**Run 1: placement by cell class**

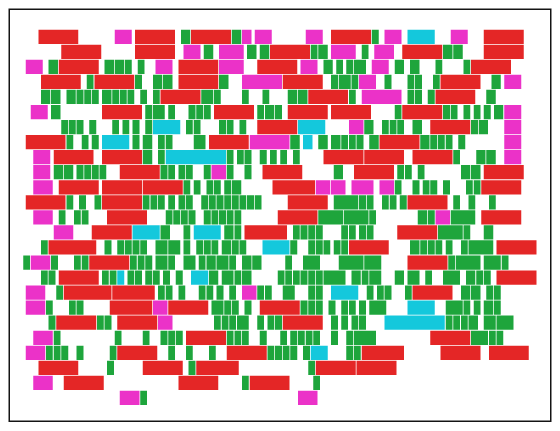
**Run 1: signal wires by layer**

The bar under the picture is 20 um long.
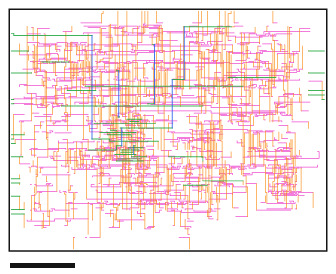
**Run 1: where the registers sit**

The bar under the picture is 20 um long.
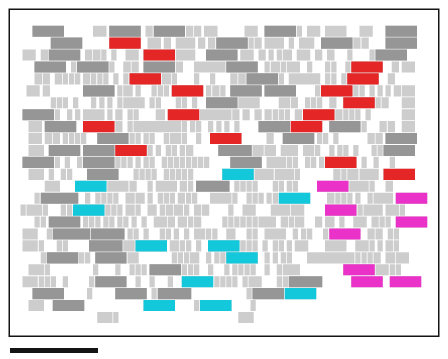
**Run 1: signal metal coverage by tile**

The bar under the picture is 20 um long. 20 x 15 tiles, from dark blue (low) to red (high), scaled to the fullest tile. Values are wire area over tile area, all layers added.
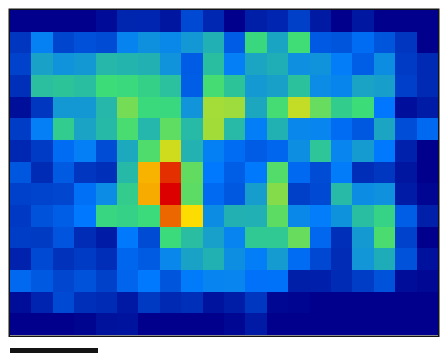
$ cat config.mk
export PLATFORM = sky130hd
export DESIGN_NAME = seg_frame_decoder
export DESIGN_NICKNAME = d
export VERILOG_FILES = /design/src/rtl/seg_frame_decoder.sv
export SDC_FILE = /design/constraint.sdc
export NUM_CORES = 1
export LEC_CHECK = 0
export ABC_AREA = 1
export CORE_ASPECT_RATIO = 0.75
export CORE_MARGIN = 2
export CORE_UTILIZATION = 55
export DETAILED_ROUTE_END_ITERATION = 10
export MAX_ROUTING_LAYER = met4
export PLACE_DENSITY = 0.81
export SLEW_MARGIN = 30
export SYNTH_ARGS = -nofsm -noshare
export SYNTH_HDL_FRONTEND = slang
export SYNTH_SLANG_ARGS = --single-unit
export TNS_END_PERCENT = 10
$ cat constraint.sdc
create_clock -name clk -period 1.9 [get_ports clk]
set_clock_uncertainty 0.2 [all_clocks]
set_input_delay 0.475 -clock clk [delete_from_list [all_inputs] [get_ports clk]]
set_output_delay 0.475 -clock clk [all_outputs]
set_load 0.01 [all_outputs]
$ cat src/rtl/seg_frame_decoder.sv
// rtl/seg_frame_decoder.sv - scanned 7-segment bus to hex frame decoder
//
// Samples a multiplexed 7-segment bus, waits for each glyph to settle,
// decodes it to a hex nibble and assembles one nibble per digit into a
// frame that is handed out on a valid/ready interface.
//
// Ports:
//   clk          single clock
//   rst_n        synchronous active-low reset
//   seg[6:0]     segment lines, bit6=a ... bit0=g
//   dig[D-1:0]   digit strobes, one-hot when valid
//   frame_data   decoded nibbles, digit i at [4i+3:4i]
//   frame_err    bit i set when digit i held an undecodable glyph
//   frame_valid  frame available
//   frame_ready  consumer accepts frame
//   overrun      sticky, a completed frame was dropped

module seg_frame_decoder #(
  parameter int DIGITS        = 4,
  parameter int STABLE_CYCLES = 8,
  parameter bit ACTIVE_LOW    = 1'b0
) (
  input  logic                  clk,
  input  logic                  rst_n,
  input  logic [6:0]            seg,
  input  logic [DIGITS-1:0]     dig,
  output logic [4*DIGITS-1:0]   frame_data,
  output logic [DIGITS-1:0]     frame_err,
  output logic                  frame_valid,
  input  logic                  frame_ready,
  output logic                  overrun
);

  localparam int         SW      = 7 + DIGITS;
  // Capture is decided on the sample that moves the counter to STABLE_CYCLES-1.
  localparam logic [7:0] CAP_AT  = 8'(STABLE_CYCLES - 2);
  localparam logic [7:0] CNT_MAX = 8'(STABLE_CYCLES);

  typedef enum logic {S_EMPTY, S_FULL} out_state_e;

  logic [6:0]          seg_s1_q, seg_s2_q;
  logic [DIGITS-1:0]   dig_s1_q, dig_s2_q;
  logic [SW-1:0]       prev_q;
  logic [7:0]          cnt_q, cnt_d;
  logic [4*DIGITS-1:0] slot_nib_q, slot_nib_d;
  logic [DIGITS-1:0]   slot_err_q, slot_err_d;
  logic [DIGITS-1:0]   mask_q, mask_d;
  out_state_e          state_q, state_d;
  logic [4*DIGITS-1:0] data_q, data_d;
  logic [DIGITS-1:0]   err_q, err_d;
  logic                overrun_q, overrun_d;

  logic [6:0]          seg_s;
  logic [DIGITS-1:0]   dig_s;
  logic [SW-1:0]       cur;
  logic                same;
  logic                one_hot;
  logic                capture;
  logic                complete;
  logic                load;
  logic [4:0]          dec;

  // Returns {err, nibble}; unknown patterns map to nibble 0 with err set.
  function automatic logic [4:0] decode_glyph(input logic [6:0] g);
    logic [4:0] r;
    case (g)
      7'b1111110: r = 5'h00;
      7'b0110000: r = 5'h01;
      7'b1101101: r = 5'h02;
      7'b1111001: r = 5'h03;
      7'b0110011: r = 5'h04;
      7'b1011011: r = 5'h05;
      7'b1011111: r = 5'h06;
      7'b1110000: r = 5'h07;
      7'b1111111: r = 5'h08;
      7'b1111011: r = 5'h09;
      7'b1110111: r = 5'h0A;
      7'b0011111: r = 5'h0B;
      7'b1001110: r = 5'h0C;
      7'b0111101: r = 5'h0D;
      7'b1001111: r = 5'h0E;
      7'b1000111: r = 5'h0F;
      default:    r = 5'h10;
    endcase
    return r;
  endfunction

  always_comb begin
    seg_s   = seg_s2_q ^ {7{ACTIVE_LOW}};
    dig_s   = dig_s2_q ^ {DIGITS{ACTIVE_LOW}};
    cur     = {seg_s, dig_s};
    same    = (cur == prev_q);
    one_hot = (dig_s != '0) && ((dig_s & (dig_s - DIGITS'(1))) == '0);
    capture = same && one_hot && (cnt_q == CAP_AT);
    dec     = decode_glyph(seg_s);

    // A bad strobe pins the counter at 0 so it must restart once it clears.
    cnt_d = cnt_q;
    if (!same || !one_hot) begin
      cnt_d = '0;
    end else if (cnt_q != CNT_MAX) begin
      cnt_d = cnt_q + 8'd1;
    end

    slot_nib_d = slot_nib_q;
    slot_err_d = slot_err_q;
    for (int i = 0; i < DIGITS; i++) begin
      if (capture && dig_s[i]) begin
        slot_nib_d[4*i +: 4] = dec[3:0];
        slot_err_d[i]        = dec[4];
      end
    end

    complete = &mask_q;
    mask_d   = (complete ? '0 : mask_q) | (capture ? dig_s : '0);
  end

  always_comb begin
    state_d   = state_q;
    load      = 1'b0;
    overrun_d = overrun_q;
    case (state_q)
      S_EMPTY: begin
        if (complete) begin
          load    = 1'b1;
          state_d = S_FULL;
        end
      end
      S_FULL: begin
        if (complete) begin
          // Accept in the completion cycle frees the register for the new frame.
          if (frame_ready) begin
            load = 1'b1;
          end else begin
            overrun_d = 1'b1;
          end
        end else if (frame_ready) begin
          state_d = S_EMPTY;
        end
      end
      default: state_d = S_EMPTY;
    endcase
    data_d = load ? slot_nib_q : data_q;
    err_d  = load ? slot_err_q : err_q;
  end

  always_ff @(posedge clk) begin
    if (!rst_n) begin
      seg_s1_q   <= '0;
      seg_s2_q   <= '0;
      dig_s1_q   <= '0;
      dig_s2_q   <= '0;
      prev_q     <= '0;
      cnt_q      <= '0;
      slot_nib_q <= '0;
      slot_err_q <= '0;
      mask_q     <= '0;
      state_q    <= S_EMPTY;
      data_q     <= '0;
      err_q      <= '0;
      overrun_q  <= 1'b0;
    end else begin
      seg_s1_q   <= seg;
      seg_s2_q   <= seg_s1_q;
      dig_s1_q   <= dig;
      dig_s2_q   <= dig_s1_q;
      prev_q     <= cur;
      cnt_q      <= cnt_d;
      slot_nib_q <= slot_nib_d;
      slot_err_q <= slot_err_d;
      mask_q     <= mask_d;
      state_q    <= state_d;
      data_q     <= data_d;
      err_q      <= err_d;
      overrun_q  <= overrun_d;
    end
  end

  assign frame_data  = data_q;
  assign frame_err   = err_q;
  assign frame_valid = (state_q == S_FULL);
  assign overrun     = overrun_q;

endmodule
==> impl_metrics.json, run 1 <==
{
  "status": "complete, no violations",
  "io_pins": 36,
  "rsz0062_at_grt": "yes",
  "ys_seq_share_pct": 48.20,
  "cts_tree": "built",
  "power_frac_seq_pct": 55.0,
  "log.warning_count": 29,
  "fin_area_sq_um": 4308,
  "clockRootBuffer": "clkbuf_8",
  "vdd_drop_max_v": 0.0006176,
  "clockPowerShare_pct": 40.0,
  "layout_top_cell": "nand2_1",
  "clk_latency_ns": 0.35,
  "drcViolationCount": 0,
  "r2r_slack_ns": 0.12,
  "grt_pass1_vias": 2871,
  "chipArea_sq_um": 7241,
  "startpoint_type": "register",
  "die-width_um": 97.60,
  "grt_pass1_wl_um": 11940,
  "yosys_area_sq_um": 3613,
  "hold_buffers": 0,
  "edf_count": 0,
  "rr_endpoint": "slot_nib_q[3]",
  "num_antenna_cells": 0,
  "arrival_ns": 1.87,
  "gp_congestion": 0.8905,
  "synth-cells-yosys": 510,
  "period_used_pct": 93.88,
  "num_vias": 3080,
  "cts_buffer_depth": 2,
  "overflow": 0,
  "min_from": "seg_s1_q[2]",
  "antenna_found_initial": 0,
  "holdPathStages": 2,
  "synthArstFlopShare_pct": 0,
  "first_pass_iters": 4,
  "dp.final_hpwl_um": 4971,
  "period_needed_ns": 1.784,
  "drive_gt1_share_pct": 10.61,
  "clkSinkCount": 87,
  "ant_nets": 0,
  "nets": 569,
  "routed_wl_um": 7024
}
-- 'placement by cell class' (at the start) --
- red: sequential cells (cells 87; share of their area 42%)
- magenta: remaining buffers and delay cells (cells 48; share of their area 11%)
- green: combinational and other logic (cells 406; share of their area 42%)
- cyan: clock drivers and dummy loads (cells 15; share of their area 5.0%)

-- 'signal wires by layer' (at the start) --
- orange: metal 2 (wire length 3280 um)
- magenta: metal 1 (wire length 3240 um)
- green: metal 3 (wire length 397 um)
- blue: metal 4 (wire length 104 um)

-- 'where the registers sit' (at the start) --
- cyan: prev_q (flops 11)
- red: slot_nib_q (flops 16)
- magenta: cnt_q (flops 8)

-- 'signal metal coverage by tile' (at the start) --
- mean over tiles: 0.16
- densest ninth of the die: centre
- tiles over half the peak: 8.7%
- nearly empty tiles: 13%

-- run 1: power groups by stage --
stage | sequential (mW) | combinational (mW) | clock, mW
CTS | 1.87 | 0.172 | 1.40
global placement | 1.91 | 0.166 | 0
detailed placement | 1.92 | 0.171 | 0
global route | 1.88 | 0.195 | 1.46
finish | 1.87 | 0.172 | 1.36
floorplan | 1.91 | 0.116 | 0
-- run 1: cell families after synthesis --
group / after synthesis / synth area share [%]
buffers and inverters: 105 / 12.29
AND/OR/NAND/NOR: 257 / 29.61
flip-flops: 87 / 48.20
XOR/XNOR: 7 / 1.697
adder cells (fa/ha/maj): 3 / 1.039
AND-OR/OR-AND: 51 / 7.168
-- run 1: cell type report --
class                           count  area (sq um)
Clock buffer                       10         127.6
Clock inverter                      5         82.58
Fill cell                         539          2011
Inverter                           88         330.3
Multi-Input combinational cell    318          1441
Sequential cell                    87          1757
Tap cell                           81         101.3
Timing Repair Buffer               48         467.9
-- run 1: worst max-delay path, cell delays in order (launching register included) --
cell and delay, ns:
dfxtp_1 0.42, buf_4 0.15, nand2_1 0.08, nor3_1 0.27, nand2_1 0.08, nand2_1 0.07
nor2_1 0.05, nand2_1 0.10, buf_4 0.15, nor2_1 0.05, nor2_1 0.10
-- run 1: registers in the layout, summed over array words and instances (netlist names) --
name and flops:
cnt_q 8, dig_s 4, dig_s1_q 4, frame_data 16, frame_err 4, frame_valid 1
mask_q 4, overrun 1, prev_q 11, seg_s 7, seg_s1_q 7, slot_err_q 4
slot_nib_q 16
-- run 1: Yosys cell counts (6+ instances only) --
| master | n | area [sq um] |
|---|---|---|
| nand2_1 | 141 | 529.3 |
| dfxtp_1 | 87 | 1742 |
| inv_1 | 82 | 307.8 |
| nor2_1 | 81 | 304.0 |
| a21oi_1 | 28 | 140.1 |
| o21ai_0 | 22 | 110.1 |
| nand4_1 | 9 | 56.30 |
| nand3_1 | 7 | 35.03 |
| nor3_1 | 7 | 35.03 |
| buf_6 | 6 | 67.56 |
| clkbuf_1 | 6 | 22.52 |
| inv_2 | 6 | 22.52 |
-- run 1: per-stage QoR --
stage / setup TNS, ns / std cells / utilization [%] / setup WS [ns]
detailed placement: 0 / 622 / 64.63 / 0.009122
floorplan: 0 / 510 / - / 0.2446
global route: -0.2572 / 637 / 68.18 / -0.06509
CTS: 0 / 637 / 67.58 / 0.002308
global placement: 0 / 622 / 64.63 / 0.06946
finish: 0 / 637 / 68.18 / 0.1164
-- run 1: layer usage --
| metal | wire, um | GRT usage, % | vias to the layer above |
|---|---|---|---|
| li1 | - | - | 1612 |
| met4 | 104 | 8.333 | 0 |
| met2 | 3281 | 37.01 | 77 |
| met3 | 396 | 4.887 | 14 |
| met1 | 3241 | 23.89 | 1377 |
| met5 | 0 | - | - |
-- run 1: repair_timing --
action                                  CTS  global route
cloned                                    0             0
pin swaps                                 0             1
endpoints found under the hold margin     0             0
endpoints found under the setup margin   19            28
gates resized                            19            18
==> inputs of run 2 (changes only) <==
- ABC_AREA: 1 -> unset
- PLACE_DENSITY: 0.81 -> 0.82
**Run 2: placement by cell class**

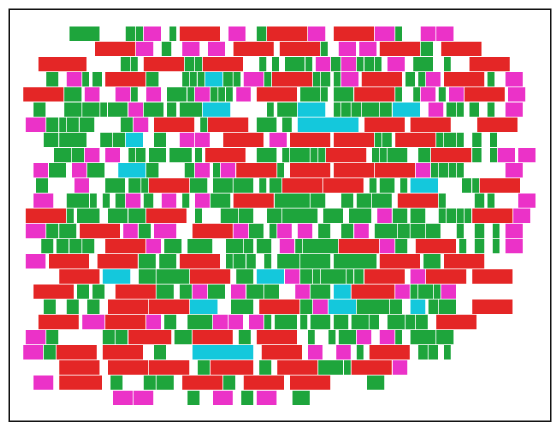
- magenta: remaining buffers and delay cells (cells 91; share of their area 17%)
- cyan: clock drivers and dummy loads (cells 15; share of their area 4.8%)
- red: sequential cells (cells 87; share of their area 39%)
- green: combinational and other logic (cells 273; share of their area 40%)

==> run 2 against run 1 <==
Net effect:
- the run now ends with negative setup slack left
- synthesized area decreased by 1.6%
- sequential share of layout area decreased by 2.7 points
- combinational power increased by 34%
- via count decreased by 3.8%
- critical endpoint is now slot_nib_q[11]
- critical path type unchanged
- non-clock buffer count increased by 43
- worst hold slack improved by 0.034 ns
- cell count decreased by 14%
- power increased by 3.2%
- die size decreased by 1.6%
- critical path depth decreased by 5
- sequential cell count unchanged
==> impl_metrics.json, run 2 <==
{
  "regArea_sq_um": 1750,
  "violations": "negative setup slack",
  "worst_slack_ns": -0.2385,
  "most_common_cell": "dfxtp_1",
  "synthArstFlopShare_pct": 0,
  "tns_ns": -2.745,
  "edf_count": 0,
  "ys_seq_share_pct": 49.00,
  "post-place-ws_ns": -0.2733,
  "io_pins": 36,
  "ant_nets": 0,
  "chipArea_sq_um": 7129,
  "r2r_slack_ns": -0.24,
  "clk_latency_ns": 0.36,
  "top_cells_by_count": "dfxtp_1 (87), nand2_1 (63), and2_1 (31), a21oi_1 (28), nor2_1 (21)",
  "vdd_drop_max_v": 0.0005624,
  "status": "finished with violations",
  "first_pass_iters": 4,
  "fillerInstances": 461,
  "drcViolationCount": 0,
  "period_needed_ns": 2.139,
  "setup_viol": 25,
  "drive_gt1_share_pct": 21.67,
  "num_antenna_cells": 0,
  "synth-cells-yosys": 385,
  "yosys_area_sq_um": 3555,
  "routed_wl_um": 8310
}
**Run 2: signal metal coverage by tile**

The bar under the picture is 20 um long. 19 x 15 tiles, from dark blue (low) to red (high), scaled to the fullest tile. Values are wire area over tile area, all layers added.
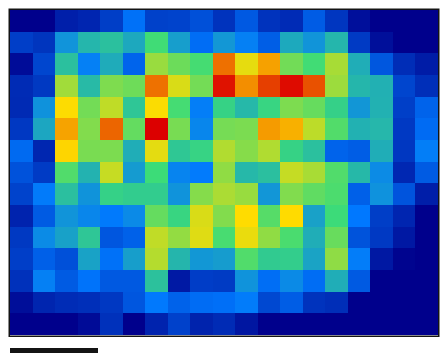
- nearly empty tiles: 11%
- mean over tiles: 0.19
- densest ninth of the die: centre

run 2: final timing paths:
check / endpoint / cells after the start / from
max: slot_nib_q[11] / 5 / cnt_q[7]
min: seg_s[2] / 1 / seg_s1_q[2]
max reg2reg: slot_nib_q[11] / 5 / cnt_q[7]
min reg2reg: seg_s[2] / 1 / seg_s1_q[2]
run 2: stage by stage:
stage,std cells,power [mW]
4_1_cts,546,3.523
2_1_floorplan,385,2.021
3_5_place_dp,530,2.122
5_1_grt,547,3.643
3_3_place_gp,530,2.114
6_report,547,3.516
run 2: power breakdown:
part	leakage (nW)	switching (mW)	total [mW]	internal [mW]
Sequential	0.709	0.0171	1.87	1.85
Clock	0.106	0.674	1.42	0.745
Combinational	1.21	0.112	0.230	0.118
Total	2.03	0.803	3.52	2.71
run 2: what timing repair did:
item,in CTS,in global routing
endpoints found under the setup margin,46,32
endpoints found under the hold margin,0,0
buffers inserted,1,1
resized,41,13
pin swaps,2,2
run 2: logic make-up (layout without fill, tap and decap cells):
kind of cell / Yosys count / after routing / share of synthesized area [%]
multiplexers: 15 / 15 / 4.259
flip-flops: 87 / 87 / 49.00
AND-OR/OR-AND: 56 / 56 / 10.14
XOR/XNOR: 19 / 19 / 4.893
AND/OR/NAND/NOR: 173 / 173 / 26.61
buffers and inverters: 32 / 113 / 4.048
adder cells (fa/ha/maj): 3 / 3 / 1.056
run 2: layer usage:
layer	wire length [um]	vias up	track usage, %
met2	4228	78	42.67
met4	102	0	7.825
met5	0	-	-
li1	-	1453	-
met1	3521	1421	29.30
met3	458	12	6.851
run 2: area by class of cell:
type | count | area share, %
clock buffer | 9 | 2.692
timing repair buffer | 91 | 16.31
inverter | 7 | 0.5710
multi-input combinational | 266 | 38.15
clock inverter | 6 | 2.039
tap | 81 | 2.202
sequential | 87 | 38.04
Power is estimated from default activity; no workload was simulated.
